## src/rtl/led_panel_pkg.sv

```systemverilog
// ============================================================================
// Module : led_panel_pkg
// Brief  : Shared defaults, colour bit indices and receiver state encodings.
// Rev    : 1.0
// ============================================================================
`default_nettype none

package led_panel_pkg;

  localparam int COLS_DEFAULT = 32;
  localparam int ROWS_DEFAULT = 4;

  localparam int RGB_RED   = 2;
  localparam int RGB_GREEN = 1;
  localparam int RGB_BLUE  = 0;

  typedef enum logic [1:0] {
    ST_IDLE    = 2'd0,
    ST_SHIFT   = 2'd1,
    ST_LATCHED = 2'd2
  } rx_state_e;

endpackage

`default_nettype wire

```

## src/rtl/led_panel_rx_sync_edge.sv

```systemverilog
// ============================================================================
// Module : sync_edge
// Brief  : Two-flop synchronizer with rising-edge detect on the synced copy.
// Rev    : 1.0
// ============================================================================
`default_nettype none

module sync_edge
  import led_panel_pkg::*;
#(
  parameter logic RST_VAL = 1'b0
) (
  input  logic clk,
  input  logic reset,
  input  logic d,
  output logic q,
  output logic rise
);

  logic s1_q, s2_q, prev_q;
  logic s1_d, s2_d, prev_d;

  always_comb begin
    s1_d   = d;
    s2_d   = s1_q;
    prev_d = s2_q;
  end

  // Reset value chosen per line so that release never looks like an edge
  always_ff @(posedge clk) begin
    if (reset) begin
      s1_q   <= RST_VAL;
      s2_q   <= RST_VAL;
      prev_q <= RST_VAL;
    end else begin
      s1_q   <= s1_d;
      s2_q   <= s2_d;
      prev_q <= prev_d;
    end
  end

  assign q    = s2_q;
  assign rise = s2_q & ~prev_q;

endmodule

`default_nettype wire

```

## src/rtl/led_panel_rx.sv

```systemverilog
// ============================================================================
// Module : led_panel_rx
// Brief  : LED panel scan receiver: captures shifted rows into a frame store.
//          Optional LED_PANEL_RX_BLANK_STATS_EN adds the on_cycles counter.
// Rev    : 1.0
// ============================================================================
`default_nettype none

module led_panel_rx
  import led_panel_pkg::*;
#(
  parameter int COLS = COLS_DEFAULT,
  parameter int ROWS = ROWS_DEFAULT
) (
  input  logic        clk,
  input  logic        reset,
  input  logic        sclk,
  input  logic        latch,
  input  logic        blank,
  input  logic        aclk,
  input  logic        arst,
  input  logic [2:0]  rgb_in,
  input  logic [1:0]  rd_row,
  input  logic [4:0]  rd_col,
  output logic [2:0]  rd_rgb,
  output logic [1:0]  row_addr,
  output logic        lit,
  output logic        frame_done,
  output logic        err
`ifdef LED_PANEL_RX_BLANK_STATS_EN
  ,
  output logic [15:0] on_cycles
`endif
);

  localparam logic [1:0] ROW_LAST = 2'(ROWS - 1);

  logic sclk_rise, latch_rise, aclk_rise, arst_rise, arst_q, blank_q;
  logic sclk_lvl_unused, latch_lvl_unused, aclk_lvl_unused, blank_rise_unused;

  sync_edge #(.RST_VAL(1'b1)) u_sync_sclk  (.clk(clk), .reset(reset), .d(sclk),
                                            .q(sclk_lvl_unused), .rise(sclk_rise));
  sync_edge #(.RST_VAL(1'b0)) u_sync_latch (.clk(clk), .reset(reset), .d(latch),
                                            .q(latch_lvl_unused), .rise(latch_rise));
  sync_edge #(.RST_VAL(1'b1)) u_sync_blank (.clk(clk), .reset(reset), .d(blank),
                                            .q(blank_q), .rise(blank_rise_unused));
  sync_edge #(.RST_VAL(1'b0)) u_sync_aclk  (.clk(clk), .reset(reset), .d(aclk),
                                            .q(aclk_lvl_unused), .rise(aclk_rise));
  sync_edge #(.RST_VAL(1'b1)) u_sync_arst  (.clk(clk), .reset(reset), .d(arst),
                                            .q(arst_q), .rise(arst_rise));

  logic [2:0]      rgb_s1_q, rgb_s2_q;
  logic [COLS-1:0] sr_q [3];
  logic [COLS-1:0] sr_d [3];
  logic [5:0]      bit_cnt_q, bit_cnt_d, cnt_shifted;
  logic [1:0]      row_addr_q, row_addr_d;
  logic [ROWS-1:0] seen_q, seen_d;
  logic            err_q, err_d, frame_done_q, frame_done_d, lit_q, lit_d;
  logic [2:0]      rd_rgb_q, rd_rgb_d;
  logic            empty_latch;
  rx_state_e       state_q, state_d;
  logic [COLS-1:0] mem_q [ROWS][3];

  always_comb begin
    state_d     = state_q;
    empty_latch = 1'b0;
    unique case (state_q)
      ST_IDLE: begin
        if (latch_rise) begin
          state_d     = ST_LATCHED;
          empty_latch = !sclk_rise;
        end else if (sclk_rise) begin
          state_d = ST_SHIFT;
        end
      end
      ST_SHIFT:   if (latch_rise) state_d = ST_LATCHED;
      ST_LATCHED: if (!latch_rise && (sclk_rise || arst_rise)) state_d = ST_IDLE;
      default:    state_d = ST_IDLE;
    endcase
  end

  // A same-cycle latch stores and counts the post-shift contents
  always_comb begin
    sr_d        = sr_q;
    cnt_shifted = bit_cnt_q;
    if (sclk_rise) begin
      sr_d[RGB_RED]   = {sr_q[RGB_RED][COLS-2:0],   rgb_s2_q[RGB_RED]};
      sr_d[RGB_GREEN] = {sr_q[RGB_GREEN][COLS-2:0], rgb_s2_q[RGB_GREEN]};
      sr_d[RGB_BLUE]  = {sr_q[RGB_BLUE][COLS-2:0],  rgb_s2_q[RGB_BLUE]};
      if (bit_cnt_q != 6'h3F) cnt_shifted = bit_cnt_q + 6'd1;
    end
    bit_cnt_d = latch_rise ? 6'd0 : cnt_shifted;

    err_d = err_q;
    if (latch_rise && ((32'(cnt_shifted) != COLS) || empty_latch)) err_d = 1'b1;

    row_addr_d = row_addr_q;
    if (arst_q) row_addr_d = 2'd0;
    else if (aclk_rise) row_addr_d = (row_addr_q == ROW_LAST) ? 2'd0 : row_addr_q + 2'd1;

    seen_d = seen_q;
    if (latch_rise) seen_d[row_addr_q] = 1'b1;
    frame_done_d = 1'b0;
    if (arst_rise) begin
      frame_done_d = &seen_d;
      seen_d       = '0;
    end

    lit_d = ~blank_q;

    rd_rgb_d = 3'b000;
    if ((32'(rd_col) < COLS) && (32'(rd_row) < ROWS))
      rd_rgb_d = {mem_q[rd_row][RGB_RED][rd_col],
                  mem_q[rd_row][RGB_GREEN][rd_col],
                  mem_q[rd_row][RGB_BLUE][rd_col]};
  end

  always_ff @(posedge clk) begin
    if (reset) begin
      rgb_s1_q     <= 3'b000;
      rgb_s2_q     <= 3'b000;
      sr_q         <= '{default: '0};
      bit_cnt_q    <= 6'd0;
      row_addr_q   <= 2'd0;
      seen_q       <= '0;
      err_q        <= 1'b0;
      frame_done_q <= 1'b0;
      lit_q        <= 1'b0;
      rd_rgb_q     <= 3'b000;
      state_q      <= ST_IDLE;
    end else begin
      rgb_s1_q     <= rgb_in;
      rgb_s2_q     <= rgb_s1_q;
      sr_q         <= sr_d;
      bit_cnt_q    <= bit_cnt_d;
      row_addr_q   <= row_addr_d;
      seen_q       <= seen_d;
      err_q        <= err_d;
      frame_done_q <= frame_done_d;
      lit_q        <= lit_d;
      rd_rgb_q     <= rd_rgb_d;
      state_q      <= state_d;
    end
  end

  // Frame store keeps its contents across reset
  always_ff @(posedge clk) begin
    if (latch_rise) begin
      mem_q[row_addr_q][RGB_RED]   <= sr_d[RGB_RED];
      mem_q[row_addr_q][RGB_GREEN] <= sr_d[RGB_GREEN];
      mem_q[row_addr_q][RGB_BLUE]  <= sr_d[RGB_BLUE];
    end
  end

  assign rd_rgb     = rd_rgb_q;
  assign row_addr   = row_addr_q;
  assign lit        = lit_q;
  assign frame_done = frame_done_q;
  assign err        = err_q;

`ifdef LED_PANEL_RX_BLANK_STATS_EN
  logic [15:0] on_cycles_q, on_cycles_d;

  always_comb begin
    on_cycles_d = on_cycles_q;
    if (frame_done_q) on_cycles_d = 16'd0;
    else if (lit_q && (on_cycles_q != 16'hFFFF)) on_cycles_d = on_cycles_q + 16'd1;
  end

  always_ff @(posedge clk) begin
    if (reset) on_cycles_q <= 16'd0;
    else       on_cycles_q <= on_cycles_d;
  end

  assign on_cycles = on_cycles_q;
`endif

endmodule

`default_nettype wire

```

## config.mk

```make
export PLATFORM = sky130hd
export DESIGN_NAME = led_panel_rx
export DESIGN_NICKNAME = d
export VERILOG_FILES = /design/src/rtl/led_panel_pkg.sv /design/src/rtl/led_panel_rx_sync_edge.sv /design/src/rtl/led_panel_rx.sv
export SDC_FILE = /design/constraint.sdc
export NUM_CORES = 1
export LEC_CHECK = 0
export CORE_UTILIZATION = 30
export DETAILED_ROUTE_END_ITERATION = 10
export PLACE_DENSITY = 0.43
export REMOVE_ABC_BUFFERS = 1
export SYNTH_ARGS = -nofsm -noshare
export SYNTH_HDL_FRONTEND = slang
export SYNTH_SLANG_ARGS = --single-unit
```

## constraint.sdc

```tcl
create_clock -name clk -period 4.35 [get_ports clk]
set_clock_uncertainty 0.1 [all_clocks]
set_input_delay 0.87 -clock clk [delete_from_list [all_inputs] [get_ports clk]]
set_output_delay 0.87 -clock clk [all_outputs]
set_load 0.01 [all_outputs]
```

==> results.yml, run 1 <==
# physical design summary
outcome:
  outcome: "finished, final reports clean"
pwr:
  seqPwrFrac_pct: 51.4
  seq-power_mw: 5.30
  p_int_mw: 8.08
cells_and_area:
  layout.filler_cells: 6361
  clkbuf_count: 71
  comb_share_pct: 23.4
  seq-cell-share_pct: 61.5
critical_path:
  ff2ff_setup_slack_ns: 1.94
  worstPathMaxFanout: 20
  reg2reg_from: "u_sync_sclk.q$_SDFF_PP1_"
  critical_path_class: "in -> reg"
  critPathArrivalTime_ns: 3.16
timing:
  worstMarginPinSlew_ns: 0.932
  slew_viol_final: 0
  setup_repair_after_global_routing_missed_its_margin: "no"
worst_hold_path:
  hold_path_depth: 1
  path_type_of_the_worst_min_delay_path: "reg -> reg"
grt:
  global_route.overflow_total: 0
  antenna_violations_before_repair: 0
  grt_pass1_vias: 11545
die:
  coreArea_mm2: 0.0660
yosys:
  largest_logic_family: "simple AND/OR/NAND/NOR gates"
  syn_avg_cell_area_um2: 14.1
  synthAdderAreaFrac_pct: 0.311
  edf_count: 384
  mux_share_pct: 9.68
cts:
  cts.hold.buffers_added: 0
routing:
  postRouteAntennaNets: 0
[run 1: worst max-delay path by stage]
stage	endpoint	startpoint	depth (start not counted)
4_1_cts	rd_rgb[0]$_SDFF_PP0_	rd_col[0]	7
5_1_grt	rd_rgb[1]$_SDFF_PP0_	rd_col[1]	7
3_3_place_gp	rd_rgb[0]$_SDFF_PP0_	rd_col[0]	7
6_report	rd_rgb[0]$_SDFF_PP0_	rd_col[1]	7
3_5_place_dp	rd_rgb[0]$_SDFF_PP0_	rd_col[0]	7
2_1_floorplan	err$_SDFFE_PP0P_	u_sync_sclk.q$_SDFF_PP1_	6
[run 1: cells by family (layout without fill, tap and decap cells)]
group                    Yosys count  after routing
multiplexers                     157            157
adder cells (fa/ha/maj)            5              5
XOR/XNOR                           2              2
buffers and inverters             89            168
AND/OR/NAND/NOR                  534            534
flip-flops                       520            520
AND-OR/OR-AND                    120            120
[run 1: registers in the layout, indices dropped and copies added, names as in the netlist, 2 cells and up]
name and flops:
rd_rgb 3, rgb_s1_q 3, mem_q 384, sr_q 96, rgb_s2_q 3, state_q 2
seen_q 4, row_addr 2, bit_cnt_q 6
[run 1: metrics by stage]
step,cell area [um^2],instances,setup TNS (ns),worst slack (ns)
floorplan,19700,1342,-2.65,-1.08
global placement,21400,2264,0,0.941
detailed placement,21400,2264,0,0.888
CTS,23200,2370,0,1.61
global route,23200,2370,0,1.44
finish,23200,2370,0,1.58
[run 1: layer usage]
metal	part of all wire, %	vias up	global-route usage [%]
met5	0	-	0
li1	-	5276	-
met2	48	157	23.7
met3	3.5	70	2.21
met4	2.2	0	4.35
met1	46	5653	19.0
[run 1: worst max-delay path: stages]
cell	delay (ns)
clkdlybuf4s50_1	0.48
buf_4	0.30
or3b_1	0.52
o22ai_1	0.25
nor3_1	0.30
a32o_1	0.30
o211ai_1	0.12
[run 1: layout by cell type (no fill, tap or decap), types with 11 or more instances in the layout]
| master | Yosys | routed |
|---|---|---|
| nor3_1 | 11 | 11 |
| nand2_1 | 303 | 303 |
| o22ai_1 | 12 | 12 |
| mux2i_1 | 127 | 127 |
| clkbuf_16 | 0 | 57 |
| dfxtp_1 | 136 | 136 |
| buf_4 | 8 | 27 |
| mux4_2 | 30 | 30 |
| o21ai_0 | 11 | 11 |
| edfxtp_1 | 384 | 384 |
| nor2_1 | 22 | 22 |
| a22oi_1 | 50 | 50 |
| clkdlybuf4s50_1 | 0 | 20 |
| clkinv_2 | 0 | 21 |
| a21oi_1 | 11 | 11 |
| nor2b_1 | 117 | 114 |
| nand3_1 | 27 | 27 |
[run 1: Yosys cell counts, types with 7 or more instances]
cell type / instances / area (um^2)
nor2b_1: 117 / 732
buf_6: 9 / 101
edfxtp_1: 384 / 11500
mux2i_1: 127 / 1270
clkbuf_1: 53 / 199
o22ai_1: 12 / 75.1
nand2b_1: 7 / 43.8
nand3_1: 27 / 135
nand4_1: 9 / 56.3
a21oi_1: 11 / 55.1
a22oi_1: 50 / 375
dfxtp_1: 136 / 2720
mux4_2: 30 / 676
nor3_1: 11 / 55.1
nor2_1: 22 / 82.6
or2_2: 10 / 62.6
nand2_1: 303 / 1140
buf_4: 8 / 60.1
o21ai_0: 11 / 55.1
buf_2: 13 / 65.1
**Run 1: pin placement**

The bar under the picture is 100 um long. Pins as bars across the die edge, other pins in gray.
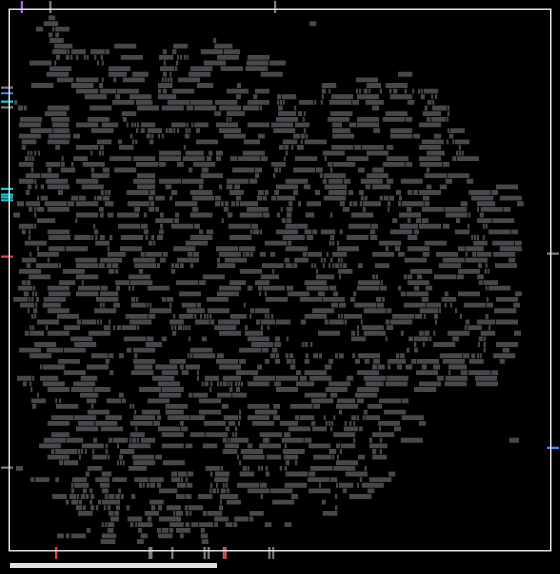
legend:
  red:
    port: `rgb_in`
    pins: 3
    direction: input
    edge: 2 bottom, 1 left
  blue:
    port: `rd_row`
    pins: 2
    direction: input
    edge: 1 left, 1 right
  cyan:
    port: `rd_col`
    pins: 5
    direction: input
    edge: left
  purple:
    port: `blank`
    pins: 1
    direction: input
    edge: top
all pins by edge: 10 bottom, 10 left, 3 top, 2 right
die width: 261 um
vertical extent of the die: 261 um
port buffer count: 24

**Run 1: clock wiring as the flow saved it**

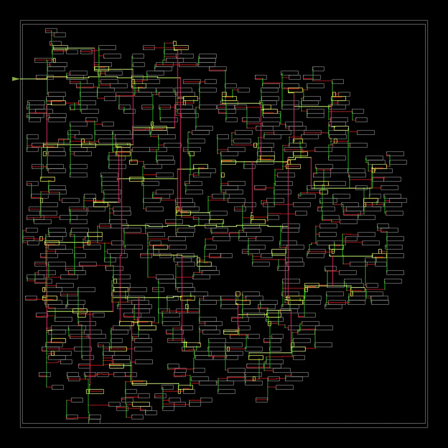
power dissipated in the clock network: 4.63 mW
number of buffers inserted during clock tree synthesis: 56
clk latency late pin: 0.62 ns
Sinks on Clock Net: 520

**Run 1: the metal 1 layer**

The bar under the picture is 100 um long.
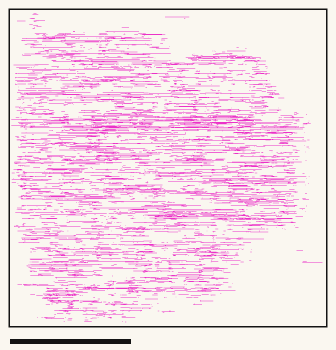
main direction: horizontal
wire length on this layer: 21.8 mm
share of all routed wire: 46%
nets with wire on the layer: 1421
longest straight run: 88.8 um

**Run 1: sequential cells grouped by signal name**

The bar under the picture is 100 um long.
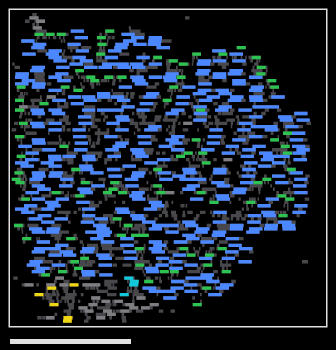

==> inputs of run 2 (changes only) <==
==> constraint.sdc (replaced) <==
create_clock -name clk -period 2.65 [get_ports clk]
set_clock_uncertainty 0.1 [all_clocks]
set_input_delay 0.53 -clock clk [delete_from_list [all_inputs] [get_ports clk]]
set_output_delay 0.53 -clock clk [all_outputs]
set_load 0.01 [all_outputs]
**Run 2: sequential cells grouped by signal name**

The bar under the picture is 100 um long.
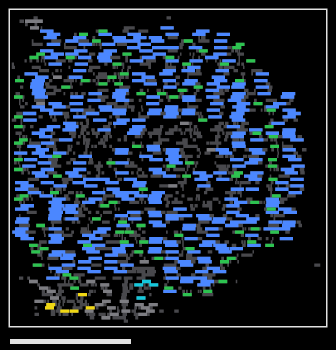
legend:
  blue:
    netlist_name: `mem_q`
    placed_flops: 384
    where: all over the die
  yellow:
    netlist_name: `bit_cnt_q`
    placed_flops: 6
    where: lower left
  cyan:
    netlist_name: `seen_q`
    placed_flops: 4
    where: bottom center
  green:
    netlist_name: `sr_q`
    placed_flops: 96
    where: all over the die
not colored: 30

**Run 2: clock wiring as the flow saved it**

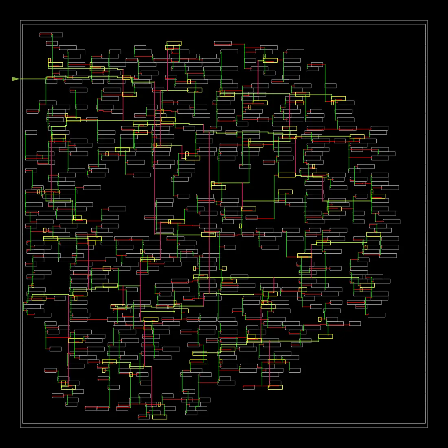
clk latency late pin: 0.60 ns
number of buffers inserted during clock tree synthesis: 57
clock buffer count: 85

==> run 2 against run 1 <==
Effect of this change:
- sequential power is 64% higher
- critical path depth stayed put
- critical endpoint is now rd_rgb[1]$_SDFF_PP0_
- die size stayed put
- hold slack worse by 0.061 ns
- non-clock buffer count is 42 higher
- power is 67% higher
- first-iteration DRC count is 11% lower
==> results.yml, run 2 <==
# physical design summary
routing:
  postRouteAntennaNets: 0
cells_and_area:
  layout.cells.most_common: "edfxtp_1"
  largestRegisters: "mem_q: 384 flops, sr_q: 96 flops, bit_cnt_q: 6 flops"
  largest_reg_flops: 384
  layout.cells.most_common_list: "384 x edfxtp_1, 303 x nand2_1, 136 x dfxtp_1"
yosys:
  synth_top_area_share_pct: 57.4
  common_cells: "384 x edfxtp_1, 303 x nand2_1, 136 x dfxtp_1"
  synthTopCellsByArea: "edfxtp_1 57%, dfxtp_1 14%, mux2i_1 6.3%"
  syn_avg_cell_area_um2: 14.1
  biggest_area_consumer_among_synthesized_cells: "edfxtp_1"
  yosys.cell_count.top_type: "edfxtp_1"
  edf_count: 384
critical_path:
  ff2ff_setup_slack_ns: 0.62
  critical_path.max_stage_delay_ns: 0.66
  reg2reg_from: "bit_cnt_q[0]$_SDFF_PP0_"
  worstPathMaxFanout: 9
  timing.critical_path.cells: "clkdlybuf4s50_1, or3b_1, o22ai_1, a211oi_1, o21ai_0, nand4_1, o211ai_2"
  worst_path_max_delay_cell: "or3b_1"
  worst-path-buf-inv: 1
  critPathTopFamily: "simple AND/OR/NAND/NOR gates"
die:
  coreArea_mm2: 0.0660
  floorplan.die.width_um: 261
cts:
  clock_sinks: 520
grt:
  grtUsageMet1_pct: 19.2
  grt_pass1_vias: 11823
  m2_gr_usage_pct: 24.5
  antenna_violations_before_repair: 0
timing:
  fin_setup_tns_ns: 0
  worstMarginPinSlew_ns: 0.844
  setup_repair_after_global_routing_missed_its_margin: "no"
  worst_case_setup_margin_in_the_final_layout_ns: 0.282
outcome:
  outcome: "finished, final reports clean"
worst_hold_path:
  path_type_of_the_worst_min_delay_path: "in -> reg"
placed_design:
  place_worst_setup_slack_ns: -0.295
**Run 2: close-up of the layout**

The bar under the picture is 20 um long. Window x 105 to 155, y 158 to 208 um. Cells in gray, sequential cells in the stronger gray; small squares are vias.
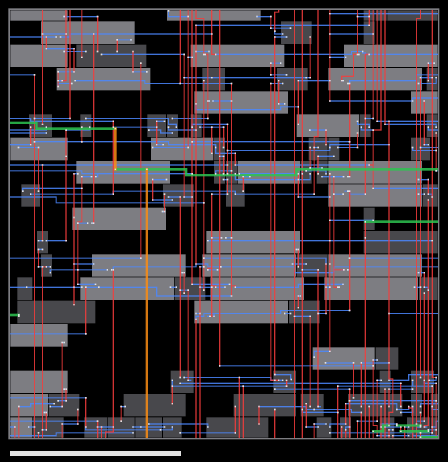
legend:
  red:
    layer: M2
  orange:
    layer: M4
  green:
    layer: M3
  blue:
    layer: M1
netlist names of flops here include: `mem_q` (21), `sr_q` (4)
most frequent: edfxtp_1 (21), nand2_1 (17), mux2i_1 (9)
cells with their middle in the window: 83
sequential cells in the window: 26

## run 2: layout make-up
type                            count  area share [%]
Multi-Input combinational cell    818            22.9
Clock inverter                     22           0.785
Timing Repair Buffer              100            4.69
Sequential cell                   520            60.0
Inverter                            4          0.0632
Clock buffer                       85            7.01
Tap cell                          864            4.55
## run 2: layer usage
| layer | share of wire [%] | routed length (um) |
|---|---|---|
| met4 | 1.8 | 890 |
| met1 | 47 | 22600 |
| met3 | 3.4 | 1630 |
| met2 | 48 | 23300 |
| met5 | 0 | 0 |
## run 2: how the worst max path moves through the flow
stage | startpoint | to | slack (ns) | depth (start not counted)
final | rd_col[1] | rd_rgb[1]$_SDFF_PP0_ | 0.28 | 7
after global routing | rd_col[1] | rd_rgb[1]$_SDFF_PP0_ | 0.20 | 7
after CTS | rd_col[1] | rd_rgb[1]$_SDFF_PP0_ | 0.35 | 7
after detailed placement | rd_col[1] | rd_rgb[1]$_SDFF_PP0_ | -0.29 | 7
after global placement | rd_col[1] | rd_rgb[1]$_SDFF_PP0_ | -0.33 | 7
after floorplan | u_sync_sclk.q$_SDFF_PP1_ | err$_SDFFE_PP0P_ | -2.78 | 6
## run 2: per-stage QoR
step / utilization [%] / total power, mW / instance area, um^2 / cells
global placement: 33.2 / 9.59 / 21900 / 2306
finish: 36.0 / 17.2 / 23700 / 2413
detailed placement: 33.2 / 9.59 / 21900 / 2306
global route: 36.0 / 17.8 / 23700 / 2413
floorplan: - / 9.14 / 19700 / 1342
CTS: 36.0 / 17.4 / 23700 / 2413
## run 2: cell families (layout without fill, tap and decap cells)
kind of cell	count (synthesis)	count (layout)	share of synthesized area, %
XOR/XNOR	2	2	0.0871
AND/OR/NAND/NOR	534	534	12.5
flip-flops	520	520	70.9
multiplexers	157	157	9.68
adder cells (fa/ha/maj)	5	5	0.311
buffers and inverters	89	211	2.23
AND-OR/OR-AND	120	120	4.29
## run 2: where the power goes
group          internal (mW)  total, mW  leakage, nW  switching, mW
sequential              8.68       8.70         4.36         0.0173
clock                   4.61       7.77        0.908           3.16
combinational          0.293      0.699         3.08          0.407
total                   13.6       17.2         8.35           3.59
**Run 2: the metal 1 layer**

The bar under the picture is 100 um long.
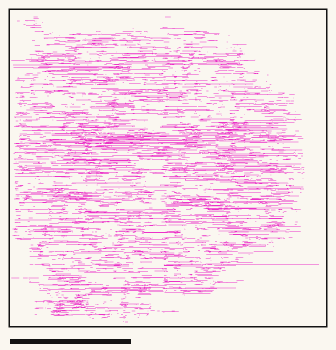

==> inputs of run 3 (changes only) <==
--- a/config.mk
+++ b/config.mk
@@ -5,10 +5,12 @@
 export SDC_FILE = /design/constraint.sdc
 export NUM_CORES = 1
 export LEC_CHECK = 0
+export CORE_ASPECT_RATIO = 1.5
 export CORE_UTILIZATION = 30
 export DETAILED_ROUTE_END_ITERATION = 10
-export PLACE_DENSITY = 0.43
+export PLACE_DENSITY_LB_ADDON = 0.3
 export REMOVE_ABC_BUFFERS = 1
+export SLEW_MARGIN = 20
 export SYNTH_ARGS = -nofsm -noshare
 export SYNTH_HDL_FRONTEND = slang
 export SYNTH_SLANG_ARGS = --single-unit
**Run 3: the metal 1 layer**

The bar under the picture is 50 um long.
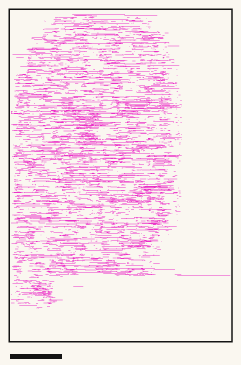
total number of vias: 11340
total detailed-routing wirelength: 45.2 mm
global-route track usage on met1: 15.0%

**Run 3: sequential cells grouped by signal name**

The bar under the picture is 50 um long.
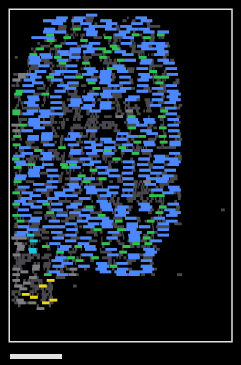
end-of-flow core utilization: 35.6%
sequential share of cell area: 60.8%

**Run 3: pin placement**

The bar under the picture is 50 um long. Pins as bars across the die edge, other pins in gray.
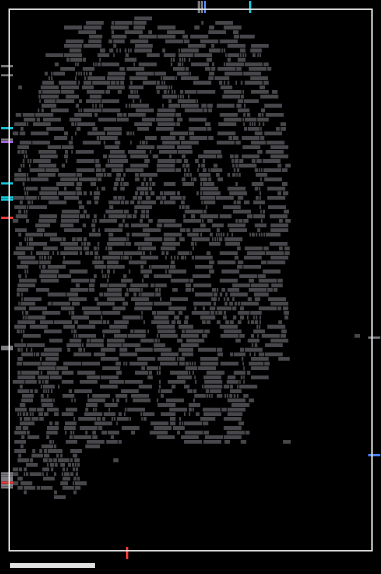
legend:
  purple:
    port: `blank`
    pins: 1
    direction: input
    edge: left
  red:
    port: `rgb_in`
    pins: 3
    direction: input
    edge: 2 left, 1 bottom
  blue:
    port: `rd_row`
    pins: 2
    direction: input
    edge: 1 top, 1 right
  cyan:
    port: `rd_col`
    pins: 5
    direction: input
    edge: 4 left, 1 top

==> run 3 against run 2 <==
Effect of this change:
- critical path type is now reg -> out
- sequential share of layout area up 0.80 points
- highest routed layer is now met5
- clock power shrank 14%
- power fell by 6.4%
- largest cell class unchanged
- non-clock buffer count down 2
- via count increased by 1.0%
==> results.yml, run 3 <==
# physical design summary
outcome:
  outcome: "finished, final reports clean"
cells_and_area:
  largestRegisters: "mem_q: 384 flops, sr_q: 96 flops, bit_cnt_q: 6 flops"
  largest_register_by_flop_count: "mem_q"
  finalNonFillerCells: 2403
critical_path:
  worst_path_max_delay_cell: "clkdlybuf4s50_1"
  ff2ff_setup_slack_ns: 0.58
  critical_path_class: "reg -> out"
  critPathArrivalTime_ns: 1.56
  timing.critical_path.cells: "clkdlybuf4s50_1"
  critPathTopFamily: "buffers and inverters"
yosys:
  synthTopCellsByArea: "edfxtp_1 57%, dfxtp_1 14%, mux2i_1 6.3%"
  edf_count: 384
  syn_avg_cell_area_um2: 14.1
  common_cells: "384 x edfxtp_1, 303 x nand2_1, 136 x dfxtp_1"
  xor_area_share_pct: 0.0871
  synthAdderAreaFrac_pct: 0.311
die:
  die_h_um: 319
  coreArea_mm2: 0.0659
worst_hold_path:
  hold_path_depth: 1
cts:
  worst_skew_pair.late_latency_ns: 0.57
pwr:
  power_frac_clock_pct: 41.7
grt:
  antenna_violations_before_repair: 2
## run 3: cell counts after synthesis
No cell type changed its count.
## run 3: how the worst max path moves through the flow
stage,cells after the start,slack (ns),endpoint,from
after floorplan,6,-2.78,err$_SDFFE_PP0P_,u_sync_sclk.q$_SDFF_PP1_
after global placement,8,-0.11,rd_rgb[1]$_SDFF_PP0_,rd_col[1]
after detailed placement,8,-0.11,rd_rgb[1]$_SDFF_PP0_,rd_col[1]
after CTS,1,0.41,row_addr[0],row_addr[0]$_SDFFE_PP0P_
after global routing,8,0.35,rd_rgb[0]$_SDFF_PP0_,rd_col[2]
final,1,0.46,row_addr[0],row_addr[0]$_SDFFE_PP0P_
## run 3: per-layer routing
metal	up-vias	part of all wire [%]	GRT usage, %
met2	217	54	25.5
li1	5326	-	-
met3	102	3.1	1.74
met4	4	4.1	5.63
met5	-	0.044	0
met1	5691	38	15.0
## run 3: kinds of logic after synthesis
| family | Yosys count |
|---|---|
| and+or+nand+nor | 534 |
| xor gates and xnor gates | 2 |
| AOI/OAI and AO/OA | 120 |
| DFF | 520 |
| adders and majority gates | 5 |
| muxes | 157 |
| buffers and inverters | 89 |
## run 3: layout make-up
class                   count  area (um^2)
flip-flops and latches    520        14300
inverters                   4         15.0
repair buffers             98         1100
clock buffers              61         1380
well taps                 877         1100
multi-input cells         818         5430
fillers                  6507        42500
clock inverters            25          155
## run 3: power groups by stage
stage               Clock [mW]  Sequential, mW  Combinational, mW
floorplan                    0            8.87              0.270
global placement             0            8.87              0.687
detailed placement           0            8.87              0.689
CTS                       6.85            8.69              0.692
global route              7.15            8.69              0.728
finish                    6.71            8.69              0.676
## run 3: per-stage QoR
step / instance area [um^2] / TNS (ns) / hold WS (ns) / worst slack [ns] / total power, mW
detailed placement: 21900 / -0.169 / 0.288 / -0.110 / 9.56
global route: 23400 / 0 / 0.314 / 0.351 / 16.6
floorplan: 19700 / -1043.60 / 0.265 / -2.78 / 9.14
finish: 23400 / 0 / 0.294 / 0.456 / 16.1
global placement: 21900 / -0.133 / 0.282 / -0.112 / 9.56
CTS: 23400 / 0 / 0.294 / 0.411 / 16.2
Power figures rest on the tool's default switching activity, not on a simulated workload.
